<file path="src/rtl/wt_store_credit_ctrl_pkg.sv">
// Shared types and sizing helpers for the store-issue throttle.
package wt_store_credit_ctrl_pkg;

   typedef enum logic [1:0] {
      RUN     = 2'd0,
      NI_WAIT = 2'd1,
      DRAIN   = 2'd2
   } store_ctrl_state_e;

   localparam int unsigned MaxOutstandingStoresDefault = 7;

   // Width needed to hold every value in 0..max_val inclusive.
   function automatic int unsigned cnt_width(input int unsigned max_val);
      return $clog2(max_val + 1);
   endfunction

endpackage

</file>
<file path="src/rtl/wt_store_credit_ctrl_sat_updown_cnt.sv">
// Up/down counter clamped to 0..MAX that also flags decrements attempted at 0.
module sat_updown_cnt
   import wt_store_credit_ctrl_pkg::*;
#(
   parameter int unsigned MAX = 7
) (
   input  logic                        clk_i,
   input  logic                        rst_ni,
   input  logic                        inc_i,
   input  logic                        dec_i,
   output logic [$clog2(MAX+1)-1:0]    cnt_o,
   output logic                        underflow_o
);

   localparam int unsigned   CW     = cnt_width(MAX);
   localparam logic [CW-1:0] MaxVal = CW'(MAX);

   logic [CW-1:0] cnt_reg;
   logic [CW-1:0] cnt_next;
   logic          dec_ok;

   // A decrement only takes effect when there is something to remove.
   assign dec_ok = dec_i && (cnt_reg != '0);

   always_comb begin
      cnt_next = cnt_reg;
      if (inc_i && !dec_ok) begin
         if (cnt_reg != MaxVal) begin
            cnt_next = cnt_reg + 1'b1;
         end
      end else if (!inc_i && dec_ok) begin
         cnt_next = cnt_reg - 1'b1;
      end
   end

   always_ff @(posedge clk_i or negedge rst_ni) begin
      if (!rst_ni) begin
         cnt_reg <= '0;
      end else begin
         cnt_reg <= cnt_next;
      end
   end

   assign cnt_o       = cnt_reg;
   assign underflow_o = dec_i && (cnt_reg == '0);

endmodule

</file>
<file path="src/rtl/wt_store_credit_ctrl.sv">
// Store-issue throttle: caps in-flight stores, serialises non-idempotent stores, drains on fence.
module wt_store_credit_ctrl
   import wt_store_credit_ctrl_pkg::*;
#(
   parameter int unsigned MaxOutstanding = MaxOutstandingStoresDefault
) (
   input  logic                                clk_i,
   input  logic                                rst_ni,
   input  logic                                flush_i,
   input  logic                                st_req_i,
   input  logic                                st_nonidem_i,
   output logic                                st_gnt_o,
   input  logic                                st_ack_i,
   input  logic                                fence_i,
   output logic                                fence_done_o,
   output logic                                no_st_pending_o,
   output logic [$clog2(MaxOutstanding+1)-1:0] outstanding_o,
   output logic                                ack_err_o
);

   localparam int unsigned     CntW   = cnt_width(MaxOutstanding);
   localparam logic [CntW-1:0] MaxCnt = CntW'(MaxOutstanding);
   localparam logic [CntW-1:0] OneCnt = CntW'(1);

   store_ctrl_state_e state_reg;
   store_ctrl_state_e state_next;
   logic [CntW-1:0]   cnt;
   logic              gnt;
   logic              fence_done;
   logic              underflow;
   logic              ni_clear;
   logic              ack_err_reg;

   sat_updown_cnt #(
      .MAX (MaxOutstanding)
   ) u_cnt (
      .clk_i       (clk_i),
      .rst_ni      (rst_ni),
      .inc_i       (st_gnt_o),
      .dec_i       (st_ack_i),
      .cnt_o       (cnt),
      .underflow_o (underflow)
   );

   // No grants happen in NI_WAIT, so the count reaches zero next cycle
   // either because it already is zero or because the last store is acked now.
   assign ni_clear = (cnt == '0) || ((cnt == OneCnt) && st_ack_i);

   always_comb begin
      gnt        = 1'b0;
      fence_done = 1'b0;
      state_next = state_reg;
      if (flush_i) begin
         state_next = RUN;
      end else begin
         unique case (state_reg)
            RUN: begin
               if (fence_i) begin
                  state_next = DRAIN;
               end else if (st_req_i && !st_nonidem_i) begin
                  gnt = (cnt < MaxCnt);
               end else if (st_req_i && st_nonidem_i && (cnt == '0)) begin
                  gnt        = 1'b1;
                  state_next = NI_WAIT;
               end
            end
            NI_WAIT: begin
               if (ni_clear) begin
                  state_next = RUN;
               end
            end
            DRAIN: begin
               if (cnt == '0) begin
                  fence_done = 1'b1;
                  state_next = RUN;
               end
            end
            default: state_next = RUN;
         endcase
      end
   end

   always_ff @(posedge clk_i or negedge rst_ni) begin
      if (!rst_ni) begin
         state_reg   <= RUN;
         ack_err_reg <= 1'b0;
      end else begin
         state_reg <= state_next;
         if (underflow) begin
            ack_err_reg <= 1'b1;
         end
      end
   end

   // The grant is combinational, so it has to be masked explicitly while reset is held.
   assign st_gnt_o        = gnt && rst_ni;
   assign fence_done_o    = fence_done;
   assign no_st_pending_o = (cnt == '0);
   assign outstanding_o   = cnt;
   assign ack_err_o       = ack_err_reg;

endmodule

</file>
<file path="config.mk">
export PLATFORM = sky130hd
export DESIGN_NAME = wt_store_credit_ctrl
export DESIGN_NICKNAME = d
export VERILOG_FILES = /design/src/rtl/wt_store_credit_ctrl_pkg.sv /design/src/rtl/wt_store_credit_ctrl_sat_updown_cnt.sv /design/src/rtl/wt_store_credit_ctrl.sv
export SDC_FILE = /design/constraint.sdc
export NUM_CORES = 1
export LEC_CHECK = 0
export CORE_AREA = 2 2 39 41
export DETAILED_ROUTE_END_ITERATION = 7
export DIE_AREA = 0 0 41 43
export PLACE_DENSITY = 0.71
export SETUP_SLACK_MARGIN = 0.05
export SLEW_MARGIN = 25
export SYNTH_ARGS = -nofsm -noshare
export SYNTH_HDL_FRONTEND = slang
export SYNTH_SLANG_ARGS = --single-unit
export TNS_END_PERCENT = 20
</file>
<file path="constraint.sdc">
create_clock -name clk_i -period 4.9 [get_ports clk_i]
set_input_delay 0.98 -clock clk_i [delete_from_list [all_inputs] [get_ports clk_i]]
set_output_delay 0.98 -clock clk_i [all_outputs]
set_load 0.05 [all_outputs]
</file>
Wires at chosen ports, followed through buffers:
Scale: 8 px per µm.
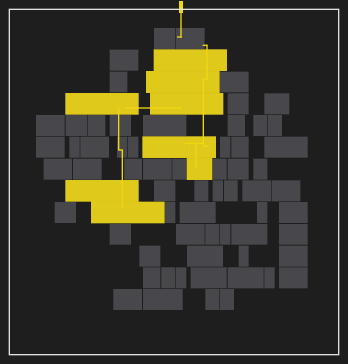
| port | colour | bits | direction | edge | end cells | buffers | wire |
|---|---|---|---|---|---|---|---|
| `rst_ni` | yellow | 1 | input | top | 9 | 1 | 43.0 µm |

Routing congestion map:
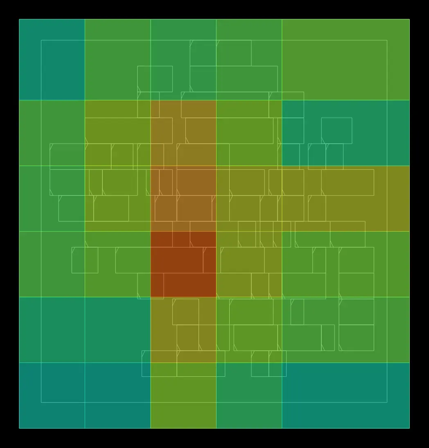
GRT Total Usage: 16.6%
GR Util met1: 22.3%
met2 usage: 23.8%

Sequential cells grouped by signal name:
Scale: 6 px per µm. Other sequential cells in the stronger grey, the rest of the logic in the fainter grey.
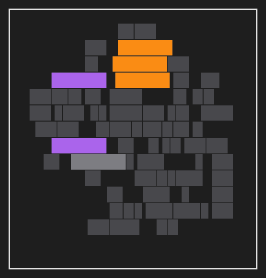
| netlist name | colour | placed flops |
|---|---|---|
| `state_reg` | purple | 2 |
| `u_cnt.cnt_o` | orange | 3 |
not coloured: 1

[critical path, delay by kind of cell]
family / cells / cell delay (ps)
AND/OR/NAND/NOR: 3 / 570
buffers and inverters: 2 / 1310
[routing by layer]
metal,global-route usage [%],vias to the layer above
li1,-,247
met1,22.3,227
met2,23.8,19
met3,4.71,2
met4,8.00,0
met5,0,-
[layout make-up]
class | instances | area (µm²)
Inverter | 5 | 18.8
Tap cell | 16 | 20.0
Sequential cell | 6 | 150
Timing Repair Buffer | 13 | 130
Fill cell | 140 | 693
Multi-Input combinational cell | 45 | 349
Clock buffer | 3 | 22.5
[cells in the mapped netlist, types with 2 or more instances]
library cell / n
a21oi_1: 3
nand4_1: 2
o21ai_0: 4
nor3_1: 2
nor2_1: 5
a2111oi_1: 2
dfrtp_1: 6
ha_1: 5
o21a_1: 2
inv_1: 5
[path summary, 6_finish.rpt]
check                                              to                  startpoint  cells past startpoint  slack (ps)
max                                          st_gnt_o                     flush_i                      5        1060
min                             ack_err_o$_DFFE_PN0P_       ack_err_o$_DFFE_PN0P_                      1         460
max reg2reg                u_cnt.cnt_o[1]$_DFFE_PN0P_  u_cnt.cnt_o[0]$_DFFE_PN0P_                      6        3020
min reg2reg                     ack_err_o$_DFFE_PN0P_       ack_err_o$_DFFE_PN0P_                      1         460
max in group asynchronous  u_cnt.cnt_o[2]$_DFFE_PN0P_                      rst_ni                      1        3650
min in group asynchronous    state_reg[1]$_DFFE_PN0P_                      rst_ni                      1        1000
[cell families (layout without fill, tap and decap cells)]
kind of cell	Yosys count	after routing	share of synthesized area, %
buffers and inverters	6	21	5.67
adders and majority gates	5	5	11.8
AOI/OAI and AO/OA	18	18	23.9
DFF	6	6	28.4
and+or+nand+nor	20	20	25.5
muxes	2	2	4.73
==> impl_metrics.tcl <==
# implementation run metrics
set metrics [dict create \
    clock.fmax_mhz 260 \
    largest_area_cell "dfrtp_1" \
    setup_viol 0 \
    grt_max_degree 14 \
    netSwitchingPower_w 0.000199 \
    synth-edff-count 0 \
    wl_met1_um 512 \
    sw_frac_of_total_pct 51.7 \
    first_pass_iters 4 \
    synthFlopType "dfrtp_1" \
    finalCriticalPeriod_ps 3840 \
    fin_area_um2 691 \
    hold_slack_ps 456 \
    crit_type "input port to output port" \
    power_leader "combinational logic" \
    final_nets 86 \
    post-place-ws_ps 1050 \
    initCoreUtil_pct 38.2 \
    pwr-share-clk_pct 11.2 \
    fp-row-count 14 \
    diodes 0 \
    final_util_pct 49.9 \
    pwr-share-seq_pct 24.4 \
    syn-num-nets 69 \
    yosysUniqueCellTypes 31 \
    area_leaders "dfrtp_1, ha_1, a2111oi_1" \
    async_flop_share_pct 100 \
    powerClk_w 0.0000431 \
    arrival_ps 2860 \
    drtIter0Drc 5 \
    relSlewSlack_pct 66.9 \
    ys_ff 6 \
    cp_slowest_cell "clkdlybuf4s50_1" \
    syn_area_per_cell_um2 9.29 \
    yosysCellCount 57 \
    min_path_type "flop to flop" \
    grt_setup_unrepaired "no" \
    report.final.slew_viol_count 0 \
    wl_met2_um 530 \
    fin_ws_ps 1060 \
    power.share.combinational_pct 64.4 \
    wirelength_um 1140 \
    routabilityCongestion 0.802 \
    cts_tree "yes" \
    die_h_um 43 \
    drc 0 \
    root_buffer "clkbuf_4" \
    cts_setup_buffers 0 \
    required_ps 3920 \
    clk_latency_ps 240 \
    vias 495 \
    top_level_ports 14 \
    dpl_cell_area_um2 668 \
    p_leak_nw 0.286 \
    status "complete, no violations" \
    syn_to_final_growth_pct 30.5 \
    postCtsHoldBufs 0 \
    via_per_inst 5.63 \
    yosys_warnings 0 \
    route.detailed.wl_per_inst_um 12.9 \
    slowest_delay_ps 830 \
    cts_buffers 3 \
    warnings 29 \
    dp.cells 85 \
    grt_pass1_vias 462 \
    comb_power_w 0.000247 \
    h-tree-depth 1 \
    powerDensity_nw_per_um2 556 \
    antenna_found_initial 0 \
    setup_tns_ps 0 \
    core-area_um2 1380 \
    grt.overflow.total 0 \
    synth_area_um2 529 \
    fin_cells 88 \
    cts_max_path_buffers 2 \
    clkSlewWorstSetupHoldPaths_ps 40 \
    die_x_um 41 \
]
Power figures rest on the tool's default switching activity, not on a simulated workload.
